File: src/rtl/fifo_pkg.sv
// ---------------------------------------------------------------------------
// fifo_pkg
// Shared helpers for the dual-clock FIFO pointer controllers.
//   fifo_depth  : number of entries for a given address width
//   bin2gray    : binary -> reflected Gray code
//   gray2bin    : reflected Gray code -> binary
// The code converters work on any width up to 32 bits; callers zero-extend
// the value in and truncate the result back to their own pointer width.
// ---------------------------------------------------------------------------
package fifo_pkg;

  localparam int unsigned FIFO_ADDR_WIDTH = 3;
  localparam int unsigned FIFO_DEPTH      = 2 ** FIFO_ADDR_WIDTH;

  function automatic int unsigned fifo_depth(input int unsigned addr_width);
    return 32'd1 << addr_width;
  endfunction

  function automatic logic [31:0] bin2gray(input logic [31:0] bin);
    return bin ^ (bin >> 1);
  endfunction

  // Zero-extended input keeps the unused upper bits at 0, so the prefix-XOR
  // below yields the right answer for any narrower pointer.
  function automatic logic [31:0] gray2bin(input logic [31:0] gray);
    logic [31:0] bin;
    bin[31] = gray[31];
    for (int i = 30; i >= 0; i--) begin
      bin[i] = bin[i+1] ^ gray[i];
    end
    return bin;
  endfunction

endpackage

File: src/rtl/fifo_gray2bin.sv
// ---------------------------------------------------------------------------
// fifo_gray2bin
// Combinational Gray -> binary converter for a synchronised FIFO pointer.
// Shared between the write-side and read-side pointer controllers.
//   gray : Gray-coded pointer, WIDTH bits
//   bin  : binary equivalent, WIDTH bits
// ---------------------------------------------------------------------------
module fifo_gray2bin #(
  parameter int unsigned WIDTH = 4
) (
  input  logic [WIDTH-1:0] gray,
  output logic [WIDTH-1:0] bin
);

  // Each binary bit is the XOR of all Gray bits at or above it; written as
  // an independent reduction per bit so no combinational chain through bin.
  for (genvar i = 0; i < WIDTH; i++) begin : g_bit
    assign bin[i] = ^gray[WIDTH-1:i];
  end

endmodule

File: src/rtl/fifo_wptr_ctrl.sv
// ---------------------------------------------------------------------------
// fifo_wptr_ctrl
// Write-domain pointer and flag controller for the UART dual-clock FIFO.
// Keeps the binary write pointer, publishes the Gray pointer to the read
// side, and derives registered full / almost-full / level flags against the
// read pointer already synchronised into W_CLK.
//   W_CLK      : write clock
//   W_RST      : asynchronous active-low reset
//   W_INC      : producer write request
//   W_OVF_CLR  : clears the sticky overflow flag
//   wq2_rptr   : Gray read pointer, synchronised to W_CLK
//   W_EN       : memory write strobe (W_INC & ~W_FULL)
//   W_ADDR     : memory write address (low bits of binary pointer)
//   W_PTR      : registered Gray write pointer
//   W_FULL     : registered full flag
//   W_AFULL    : registered almost-full flag (level >= DEPTH-AFULL_MARGIN)
//   W_LEVEL    : registered fill level, 0..DEPTH
//   W_OVF      : sticky flag, set by a write attempt while full
// ---------------------------------------------------------------------------
module fifo_wptr_ctrl
  import fifo_pkg::*;
#(
  parameter int unsigned ADDR_WIDTH   = 3,
  parameter int unsigned AFULL_MARGIN = 2
) (
  input  logic                  W_CLK,
  input  logic                  W_RST,
  input  logic                  W_INC,
  input  logic                  W_OVF_CLR,
  input  logic [ADDR_WIDTH:0]   wq2_rptr,
  output logic                  W_EN,
  output logic [ADDR_WIDTH-1:0] W_ADDR,
  output logic [ADDR_WIDTH:0]   W_PTR,
  output logic                  W_FULL,
  output logic                  W_AFULL,
  output logic [ADDR_WIDTH:0]   W_LEVEL,
  output logic                  W_OVF
);

  localparam int unsigned PW    = ADDR_WIDTH + 1;
  localparam int unsigned DEPTH = fifo_depth(ADDR_WIDTH);
  localparam logic [ADDR_WIDTH:0] AFULL_THRESH = PW'(DEPTH - AFULL_MARGIN);

  logic [ADDR_WIDTH:0] wbin;
  logic [ADDR_WIDTH:0] wbin_next;
  logic [ADDR_WIDTH:0] wptr_next;
  logic [ADDR_WIDTH:0] rbin;
  logic [ADDR_WIDTH:0] rptr_full_cmp;
  logic [ADDR_WIDTH:0] level_next;
  logic                acc;
  logic                full_next;
  logic                afull_next;
  logic                ovf_next;

  fifo_gray2bin #(
    .WIDTH (PW)
  ) u_rptr_g2b (
    .gray (wq2_rptr),
    .bin  (rbin)
  );

  always_comb begin
    acc       = W_INC & ~W_FULL;
    wbin_next = wbin + {{ADDR_WIDTH{1'b0}}, acc};
    wptr_next = PW'(bin2gray(32'(wbin_next)));

    // Full when the write pointer is exactly one lap ahead of the read
    // pointer: in Gray code that is the top two bits inverted, rest equal.
    rptr_full_cmp = {~wq2_rptr[ADDR_WIDTH:ADDR_WIDTH-1], wq2_rptr[ADDR_WIDTH-2:0]};
    full_next     = (wptr_next == rptr_full_cmp);

    // Modulo subtraction across the extra wrap bit gives 0..DEPTH directly.
    level_next = wbin_next - rbin;
    afull_next = (level_next >= AFULL_THRESH);

    // Set has priority over clear so an attempt in the clear cycle is kept.
    ovf_next = (W_INC & W_FULL) | (W_OVF & ~W_OVF_CLR);
  end

  assign W_EN   = acc;
  assign W_ADDR = wbin[ADDR_WIDTH-1:0];

  always_ff @(posedge W_CLK or negedge W_RST) begin
    if (!W_RST) begin
      wbin    <= '0;
      W_PTR   <= '0;
      W_FULL  <= 1'b0;
      W_AFULL <= 1'b0;
      W_LEVEL <= '0;
      W_OVF   <= 1'b0;
    end else begin
      wbin    <= wbin_next;
      W_PTR   <= wptr_next;
      W_FULL  <= full_next;
      W_AFULL <= afull_next;
      W_LEVEL <= level_next;
      W_OVF   <= ovf_next;
    end
  end

endmodule

File: config.mk
export PLATFORM = sky130hd
export DESIGN_NAME = fifo_wptr_ctrl
export DESIGN_NICKNAME = d
export VERILOG_FILES = /design/src/rtl/fifo_pkg.sv /design/src/rtl/fifo_gray2bin.sv /design/src/rtl/fifo_wptr_ctrl.sv
export SDC_FILE = /design/constraint.sdc
export NUM_CORES = 1
export LEC_CHECK = 0
export CAP_MARGIN = 30
export CORE_MARGIN = 5
export CORE_UTILIZATION = 39
export CTS_CLUSTER_SIZE = 8
export DETAILED_ROUTE_END_ITERATION = 10
export PLACE_DENSITY = 0.84
export SLEW_MARGIN = 20
export SYNTH_ARGS = -nofsm -noshare
export SYNTH_HDL_FRONTEND = slang
export SYNTH_SLANG_ARGS = --single-unit
File: constraint.sdc
create_clock -name W_CLK -period 1.95 [get_ports W_CLK]
set_input_delay 0.195 -clock W_CLK [delete_from_list [all_inputs] [get_ports W_CLK]]
set_output_delay 0.195 -clock W_CLK [all_outputs]
set_load 0.01 [all_outputs]
==> Slide: Implementation Results <==
Key Metrics from the Run

Status
  – Status: finished, violations left
  – Failing checks: setup timing

Yosys
  – Ys cells: 59
  – Yosys adder share: 11.7%
  – Top area cell types: dfrtp_1 (50%), xnor2_1 (9.9%), ha_1 (8.9%), xor2_1 (8.7%), inv_1 (4.3%)
  – Yosys stat chip area: approximately 700 µm²
  – Gate Count Post-Synth: 59
  – Synth Cell Area: a little over 700 µm²
  – Flops after synth: 14
  – Syn Area/Cell: ~12 µm²
  – Largest area contributor in the netlist: dfrtp_1
  – Synth Seq Share: 49.6%
  – Top non-seq family: XOR/XNOR gates
  – Mux cell area share: 0%
  – Simple Share, Synth: 4.43%

Power
  – Pwr Density: 2070 nW/µm²
  – Combinational share of power: 68.7%
  – Sw frac: about two fifths
  – Sequential share of power: 22.7%
  – Net Switching: 978 µW

Placed design
  – IO Port Bufs: 22
  – Dpl cells: about 120
  – Final Wtd Congestion: 0.742

Clock tree
  – Clk buf depth: 2
  – Total CTS buffers: 3
  – Clk slew on worst S/H paths: around 0.090 ns
  – Htree depth: 1

Route
  – DRT antenna net count: 0
  – First-pass DRT Iterations: 4
  – Vias after detailed routing: 569
  – Routed wire per std cell: roughly 15 µm
  – DR iter-0 viols: 6
  – Vias/cell: around 4.6

Timing
  – Max-slew violations: 0
  – Total negative setup slack: -0.0157 ns
  – Fmax: 509 MHz
  – Finish-stage setup viols: 1
  – Final Critical Period: 1.97 ns
  – Final period util: 101%
  – Setup ws final: -0.0157 ns

Global route
  – First-pass GRT wire length: 2.79 mm

Cells and area
  – Gate Area: 414 µm²
  – Top cell excl fill/tap: clkdlybuf4s50_1
  – Top logic cells by instance count in the layout: clkdlybuf4s50_1 (19), dfrtp_1 (14), buf_4 (14), xnor2_1 (6), xor2_1 (6)
  – Filler cell count: about 120

Floorplanning
  – Die height: approximately 53 µm
  – Core Region: roughly 1700 µm²
  – Number of I/O pins: 23

Setup path
  – Critical path type: primary input to flip-flop
  – Crit path capture type: flip-flop

Hold path
  – HP Class: primary input to asynchronous set/reset pin
## registers in the layout (all words and copies together) (netlist names)
| register | cells |
|---|---|
| W_AFULL | 1 |
| W_FULL | 1 |
| W_LEVEL | 4 |
| W_OVF | 1 |
| W_PTR | 4 |
| wbin | 3 |
## critical path: stages
cell and delay [ns]:
clkdlybuf4s50_1 0.42, nor2b_4 0.14, ha_4 0.27, inv_2 0.04, ha_4 0.15, fa_1 0.55
nor3_2 0.06, a21oi_1 0.16, o211ai_1 0.13
## through the flow
step | power (µW) | worst slack [ns] | area [µm²] | hold slack [ns] | utilization (%)
final | 2460 | -0.0157 | 1180 | 0.301 | 68.6
after global routing | 2630 | -0.0585 | 1180 | 0.344 | 68.6
after CTS | 2360 | 0.00406 | 1150 | 0.313 | 66.9
after detailed placement | 2090 | -0.619 | 1070 | 0.558 | 62.1
after global placement | 1990 | -0.511 | 1070 | 0.526 | 62.1
after floorplan | 1410 | 0.0000664 | 738 | -0.101 | -
## power by group through the flow
stage	clock network, µW	logic (µW)	registers, µW
after detailed placement	0	1520	561
after global routing	234	1820	577
after global placement	0	1440	552
after floorplan	0	784	626
after CTS	210	1590	560
final	210	1690	559
## layout make-up
type	count	area share, %
tap	25	2.64
inverter	8	2.53
timing repair buffer	36	27.2
sequential	14	29.6
clock buffer	4	3.06
multi-input combinational	37	35.0
## layer usage
layer	share of wire, %	track usage [%]
met1	37	14.3
met2	53	26.9
met3	7.5	3.70
met4	2.4	8.51
met5	0	0
## logic make-up after synthesis
family	Yosys count
buffers and inverters	8
xor gates and xnor gates	16
DFF	14
and+or+nand+nor	6
AOI/OAI and AO/OA	9
adders and majority gates	6
## worst paths after layout
kind | from | to | slack [ns] | depth (start not counted)
setup / recovery | W_INC | W_AFULL | -0.02 | 9
hold / removal | W_RST | wbin[1] | 0.30 | 1
setup reg to reg | W_FULL | W_AFULL | -0.02 | 8
hold reg to reg | W_OVF | W_OVF | 0.56 | 2
max in group asynchronous | W_RST | W_PTR[2] | 1.23 | 1
min in group W_CLK | W_OVF_CLR | W_OVF | 0.48 | 2
## Yosys cell counts
| library cell | count |
|---|---|
| o211ai_1 | 1 |
| xor2_1 | 7 |
| a21o_1 | 1 |
| nand2_1 | 1 |
| nor3_1 | 2 |
| fa_1 | 1 |
| and3_1 | 1 |
| nor2b_1 | 1 |
| nand3_1 | 1 |
| o21ai_0 | 1 |
| a211o_1 | 1 |
| a21boi_0 | 1 |
| a21oi_1 | 2 |
| a22oi_1 | 1 |
| o211a_1 | 1 |
| xor2_2 | 1 |
| inv_1 | 8 |
| xnor2_1 | 8 |
| ha_1 | 5 |
| dfrtp_1 | 14 |
## timing repair
| item | 4_1_cts | 5_1_grt |
|---|---|---|
| gates resized | 7 | 9 |
| pin swaps | 4 | 7 |
| setup endpoints to repair | 3 | 2 |
| gates cloned | 0 | 0 |
| setup buffers | 2 | 1 |
### Sequential cells grouped by signal name

Other sequential cells in the stronger gray, the rest of the logic in the fainter gray.
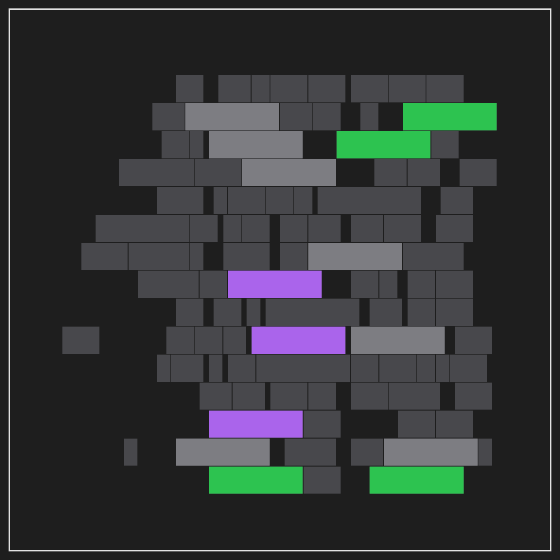
legend:
  W_PTR:
    color: green
    sequential_cells: 4
  wbin:
    color: purple
    sequential_cells: 3
not colored: 7
Seq area share: 29.6%
total area of sequential cells: 350 µm²
seq pwr: 559 µW
post-layout utilization of the core: 68.6%

### The clock network

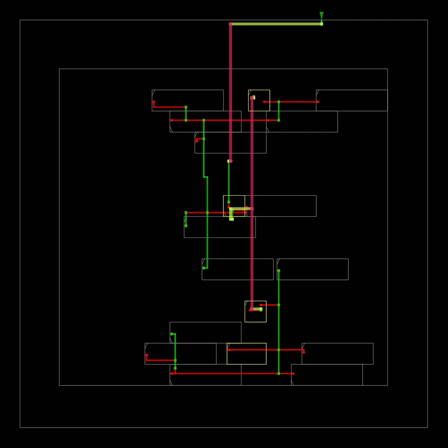
clk latency late pin: 0.28 ns
Clk power: 210 µW
clock skew: 0.00582 ns

### Drive-strength map

The bar under the picture is 20 µm long.
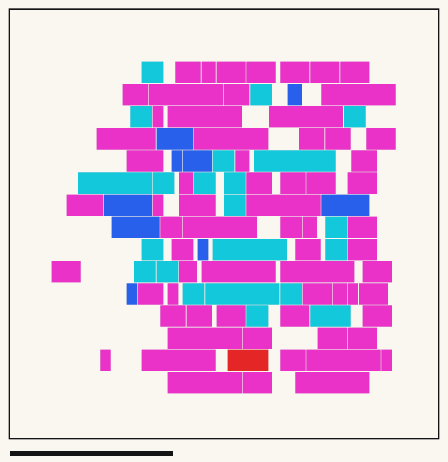
legend:
  drive 6 and up:
    color: red
    cells: 1
    share: 1.0%
    most_used: clkbuf_8
  drive 2:
    color: blue
    cells: 9
    share: 9.1%
    most_used: inv_2
  drive 3 to 4:
    color: cyan
    cells: 22
    share: 22%
    most_used: buf_4
  drive 1 or less:
    color: magenta
    cells: 67
    share: 68%
    most_used: clkdlybuf4s50_1
Non-clk bufs: 36
Area Overhead vs Synth: 67.9%
setup ws final: -0.0157 ns
post-route cell area: 1180 µm²

Power is estimated from default activity; no workload was simulated.
